==> images/floorplan.png <==
The bar under the picture is 200 um long. Pins as bars on the die edge.
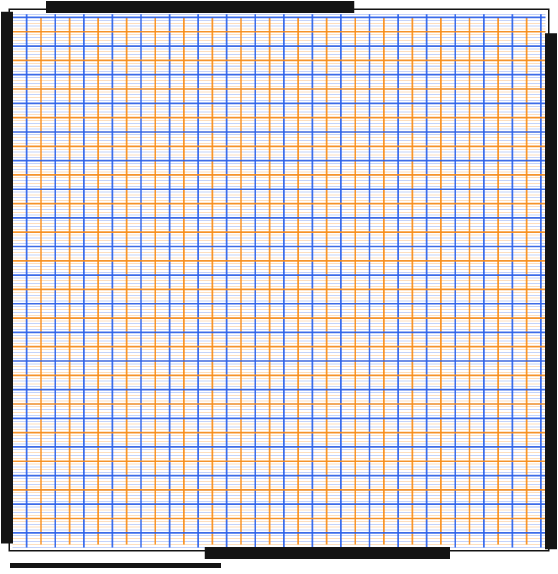
==> images/class_map.png <==
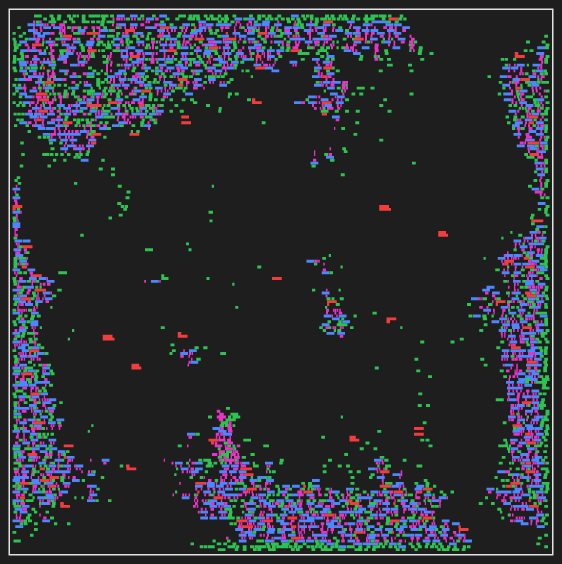
==> images/clock_wires.png <==
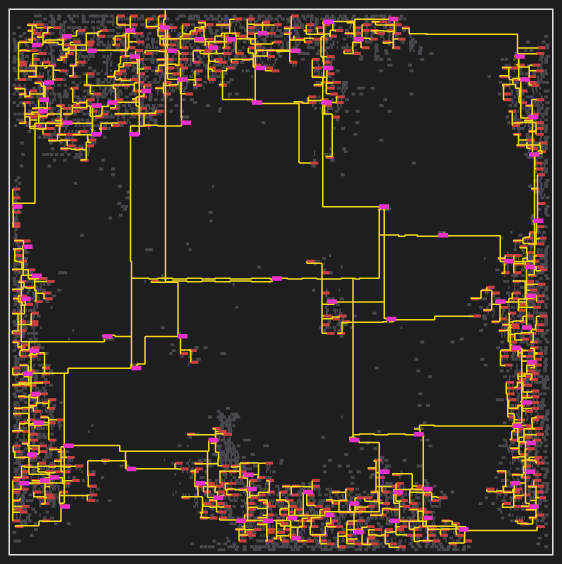
===== config.mk =====
export PLATFORM = sky130hd
export DESIGN_NAME = matrix_reg_sequencer
export DESIGN_NICKNAME = d
export VERILOG_FILES = /design/src/rtl/matrix_reg_sequencer.sv
export SDC_FILE = /design/constraint.sdc
export NUM_CORES = 2
export LEC_CHECK = 0
export CORE_AREA = 2 2 509 511
export CTS_CLUSTER_SIZE = 30
export DETAILED_ROUTE_END_ITERATION = 8
export DIE_AREA = 0 0 511 513
export GPL_TIMING_DRIVEN = 0
export SLEW_MARGIN = 20
export SYNTH_ARGS = -nofsm -noshare
export SYNTH_HDL_FRONTEND = slang
export SYNTH_SLANG_ARGS = --single-unit

===== constraint.sdc =====
create_clock -name clk -period 2.15 [get_ports clk]
set_input_delay 0.3225 -clock clk [delete_from_list [all_inputs] [get_ports clk]]
set_output_delay 0.3225 -clock clk [all_outputs]
set_load 0.02 [all_outputs]

===== src/rtl/matrix_reg_sequencer.sv =====
// ============================================================================
// Module  : matrix_reg_sequencer
// Brief   : Bus master that reads operands A/B from the matrix register bank,
//           issues them to the matrix ALU and writes the result back.
//           Optional macro MATRIX_READBACK_CHECK_EN adds a write read-back check.
// Revision: 1.0
// ============================================================================
`default_nettype none

module matrix_reg_sequencer #(
    parameter int DATA_W   = 256,
    parameter int ADDR_W   = 2,
    parameter int NUM_REGS = 3
) (
    input  logic              clk,
    input  logic              rst,
    input  logic              cmd_valid,
    output logic              cmd_ready,
    input  logic [ADDR_W-1:0] cmd_src_a,
    input  logic [ADDR_W-1:0] cmd_src_b,
    input  logic [ADDR_W-1:0] cmd_dst,
    input  logic              cmd_wb,
    output logic              reg_en,
    output logic              reg_rw,
    output logic [ADDR_W-1:0] reg_address,
    output logic [DATA_W-1:0] reg_datain,
    input  logic [DATA_W-1:0] reg_dataout,
    output logic              op_valid,
    input  logic              op_ready,
    output logic [DATA_W-1:0] op_a,
    output logic [DATA_W-1:0] op_b,
    input  logic              res_valid,
    input  logic [DATA_W-1:0] res_data,
    output logic              done,
    output logic              err
);

    localparam logic [ADDR_W:0] C_NUM_REGS = (ADDR_W+1)'(NUM_REGS);

    typedef enum logic [3:0] {
        S_IDLE,
        S_RD_A,
        S_RD_B,
        S_CAP_B,
        S_ISSUE,
        S_WAIT_RES,
        S_WRITE,
`ifdef MATRIX_READBACK_CHECK_EN
        S_DONE,
        S_VERIFY_RD,
        S_VERIFY_CMP
`else
        S_DONE
`endif
    } state_t;

    state_t              state_q, state_d;
    logic [ADDR_W-1:0]   src_a_q, src_a_d;
    logic [ADDR_W-1:0]   src_b_q, src_b_d;
    logic [ADDR_W-1:0]   dst_q, dst_d;
    logic                wb_q, wb_d;
    logic                err_q, err_d;
    logic [DATA_W-1:0]   op_a_q, op_a_d;
    logic [DATA_W-1:0]   op_b_q, op_b_d;
    logic [DATA_W-1:0]   datain_q, datain_d;
    logic                w_illegal;

    // Destination only matters when the result is actually written back.
    assign w_illegal = ({1'b0, cmd_src_a} >= C_NUM_REGS) ||
                       ({1'b0, cmd_src_b} >= C_NUM_REGS) ||
                       (cmd_wb && ({1'b0, cmd_dst} >= C_NUM_REGS));

    always_ff @(posedge clk) begin
        if (rst) begin
            state_q  <= S_IDLE;
            src_a_q  <= '0;
            src_b_q  <= '0;
            dst_q    <= '0;
            wb_q     <= 1'b0;
            err_q    <= 1'b0;
            op_a_q   <= '0;
            op_b_q   <= '0;
            datain_q <= '0;
        end else begin
            state_q  <= state_d;
            src_a_q  <= src_a_d;
            src_b_q  <= src_b_d;
            dst_q    <= dst_d;
            wb_q     <= wb_d;
            err_q    <= err_d;
            op_a_q   <= op_a_d;
            op_b_q   <= op_b_d;
            datain_q <= datain_d;
        end
    end

    always_comb begin
        state_d  = state_q;
        src_a_d  = src_a_q;
        src_b_d  = src_b_q;
        dst_d    = dst_q;
        wb_d     = wb_q;
        err_d    = err_q;
        op_a_d   = op_a_q;
        op_b_d   = op_b_q;
        datain_d = datain_q;
        case (state_q)
            S_IDLE: begin
                if (cmd_valid) begin
                    src_a_d = cmd_src_a;
                    src_b_d = cmd_src_b;
                    dst_d   = cmd_dst;
                    wb_d    = cmd_wb;
                    err_d   = w_illegal;
                    state_d = w_illegal ? S_DONE : S_RD_A;
                end
            end
            S_RD_A:  state_d = S_RD_B;
            S_RD_B: begin
                op_a_d  = reg_dataout;
                state_d = S_CAP_B;
            end
            S_CAP_B: begin
                op_b_d  = reg_dataout;
                state_d = S_ISSUE;
            end
            S_ISSUE: begin
                if (op_ready) begin
                    if (res_valid) begin
                        if (wb_q) begin
                            datain_d = res_data;
                            state_d  = S_WRITE;
                        end else begin
                            state_d  = S_DONE;
                        end
                    end else begin
                        state_d = S_WAIT_RES;
                    end
                end
            end
            S_WAIT_RES: begin
                if (res_valid) begin
                    if (wb_q) begin
                        datain_d = res_data;
                        state_d  = S_WRITE;
                    end else begin
                        state_d  = S_DONE;
                    end
                end
            end
`ifdef MATRIX_READBACK_CHECK_EN
            S_WRITE:     state_d = S_VERIFY_RD;
            S_VERIFY_RD: state_d = S_VERIFY_CMP;
            S_VERIFY_CMP: begin
                err_d   = (reg_dataout != datain_q);
                state_d = S_DONE;
            end
`else
            S_WRITE:     state_d = S_DONE;
`endif
            S_DONE:  state_d = S_IDLE;
            default: state_d = S_IDLE;
        endcase
    end

    // Moore output decode: everything below depends on registered state only.
    always_comb begin
        cmd_ready   = 1'b0;
        reg_en      = 1'b0;
        reg_rw      = 1'b1;
        reg_address = '0;
        op_valid    = 1'b0;
        done        = 1'b0;
        err         = 1'b0;
        case (state_q)
            S_IDLE:  cmd_ready = 1'b1;
            S_RD_A: begin
                reg_en      = 1'b1;
                reg_address = src_a_q;
            end
            S_RD_B: begin
                reg_en      = 1'b1;
                reg_address = src_b_q;
            end
            S_ISSUE: op_valid = 1'b1;
            S_WRITE: begin
                reg_en      = 1'b1;
                reg_rw      = 1'b0;
                reg_address = dst_q;
            end
`ifdef MATRIX_READBACK_CHECK_EN
            S_VERIFY_RD: begin
                reg_en      = 1'b1;
                reg_address = dst_q;
            end
`endif
            S_DONE: begin
                done = 1'b1;
                err  = err_q;
            end
            default: ;
        endcase
    end

    assign reg_datain = datain_q;
    assign op_a       = op_a_q;
    assign op_b       = op_b_q;

endmodule

`default_nettype wire


==> job_summary.md <==
## PnR job results

| Metric | Value |
|---|---|
| Status | finished with violations |
| Failing checks | setup timing |
| Wirelength per Cell | 29.4 um |
| Die Y | ~500 um |
| Synth logic family | simple AND/OR/NAND/NOR gates |
| Post-Syn Nets | 3995 |
| WL met1 | around 95000 um |
| Sequential share of the synthesized area | a little under three fifths |
| Avg Inst Size Synth | approximately 8.0 sq um |
| Pre-CTS setup slack | -1110 ps |
| DRC viols | 0 |
| Post-synth top area cell | dfxtp_1 |
| CTS Buffer Depth | 3 |
| Fraction of registers with async set or reset after synthesis | 0% |
| # Taps | about 3.4k |
| Detailed-route via count | 32.9k |
| Slew margin rel. | 35.6% |
| Fillers | between 20k and 30k |
| Post-synthesis simple-gate area fraction | between 10% and 20% |
| Die width | between 500 and 600 um |
| Vias per inst | 3.91 |
| Number of cells in Yosys stat | between 3k and 4k |
| Post CTS Setup Buffer Count | 10 |
| Registers | a little under 800 |
| Htree depth | 3 |
| Layout Skew | about 41 ps |
| Tool warnings | 28 |
| Yosys chip area | approximately 28000 sq um |
| GRT Overall Usage | a little under a fifth |
| Pin count of the biggest net entering global routing | 15 |
| Worst path max stage delay | roughly 350 ps |
| Non-clock buffers | about 1.6k |
| Unrepaired setup endpoints after global routing | yes |
| Core Region | between 200000 and 300000 sq um |
| Worst Path Max Fanout | 7 |
| Worst EP required | around 1800 ps |
| Post-CTS Hold Buffers | 0 |
| Worst setup EP type | primary output |
| Grt ovf | 0 |
| Setup violations, final | 5 |
| Final Max Tran Viols | 0 |
| Peak supply drop | ~630 uV |
| Flops & latches, synth | a little under 800 |
| Post-synthesis cell count | approximately 3.5k |
| Arr. time, crit path | ~1900 ps |
| Post-Synthesis Cell Area | 27800 sq um |
| Post-CTS sizing | roughly 450 |
| Cells after DPL | between 8k and 9k |
| Mux frac, synth | 0.252% |
| Post-synth EDFFs | 0 |
| Top layer in use | met5 |
| Max Clk Rate | about 450 MHz |
| PnR worst setup slack | -95.1 ps |
| Seq. cell area | 15600 sq um |
| Synth Flop Type | dfxtp_1 |
| Grt met3 use | approximately 11% |
| Die ar. | around 260000 sq um |
-- floorplan.png (at the start) --
blue -> VSS
orange -> VDD
signal pins = 1300
met5 straps = 37
met4 straps = 37
rows = 186
met1 rails = 187

-- class_map.png (at the start) --
red -> clock drivers and dummy loads  # cells 170, share of their area 7.2%
blue -> registers  # cells 779, share of their area 35%
magenta -> remaining logic cells  # cells 2370, share of their area 24%
green -> remaining buffers and delay cells  # cells 1633, share of their area 33%

-- clock_wires.png (at the start) --
yellow -> clock wires  # length 13300 um
red -> flip-flops  # count 779
magenta -> clock-net drivers  # count 92
flops lie = all over the die
Clock net power: 17000 uW
clock power share: 39.1%

path summary, 6_finish.rpt:
kind,to,cells after the start,slack (ps),startpoint
worst min-delay path,reg_datain[4],3,150,res_data[4]
worst max-delay path,reg_address[1],6,-100,state_q[0]
worst max register to register,reg_datain[102],6,20,state_q[0]
worst min register to register,op_b[228],2,450,op_b[228]
where the power goes:
group,switching (uW),leakage [uW],internal (uW),total [uW]
sequential,635,0.00630,15500,16100
clock,7320,0.00156,9640,17000
combinational,6560,0.00919,3800,10400
registers in the layout (all words and copies together) (netlist names):
| signal | cells |
|---|---|
| dst_q | 2 |
| err_q | 1 |
| op_a | 256 |
| op_b | 256 |
| reg_datain | 256 |
| src_a_q | 2 |
| src_b_q | 2 |
| state_q | 3 |
| wb_q | 1 |
No activity file was given, so power comes from the tool's default toggle rates.
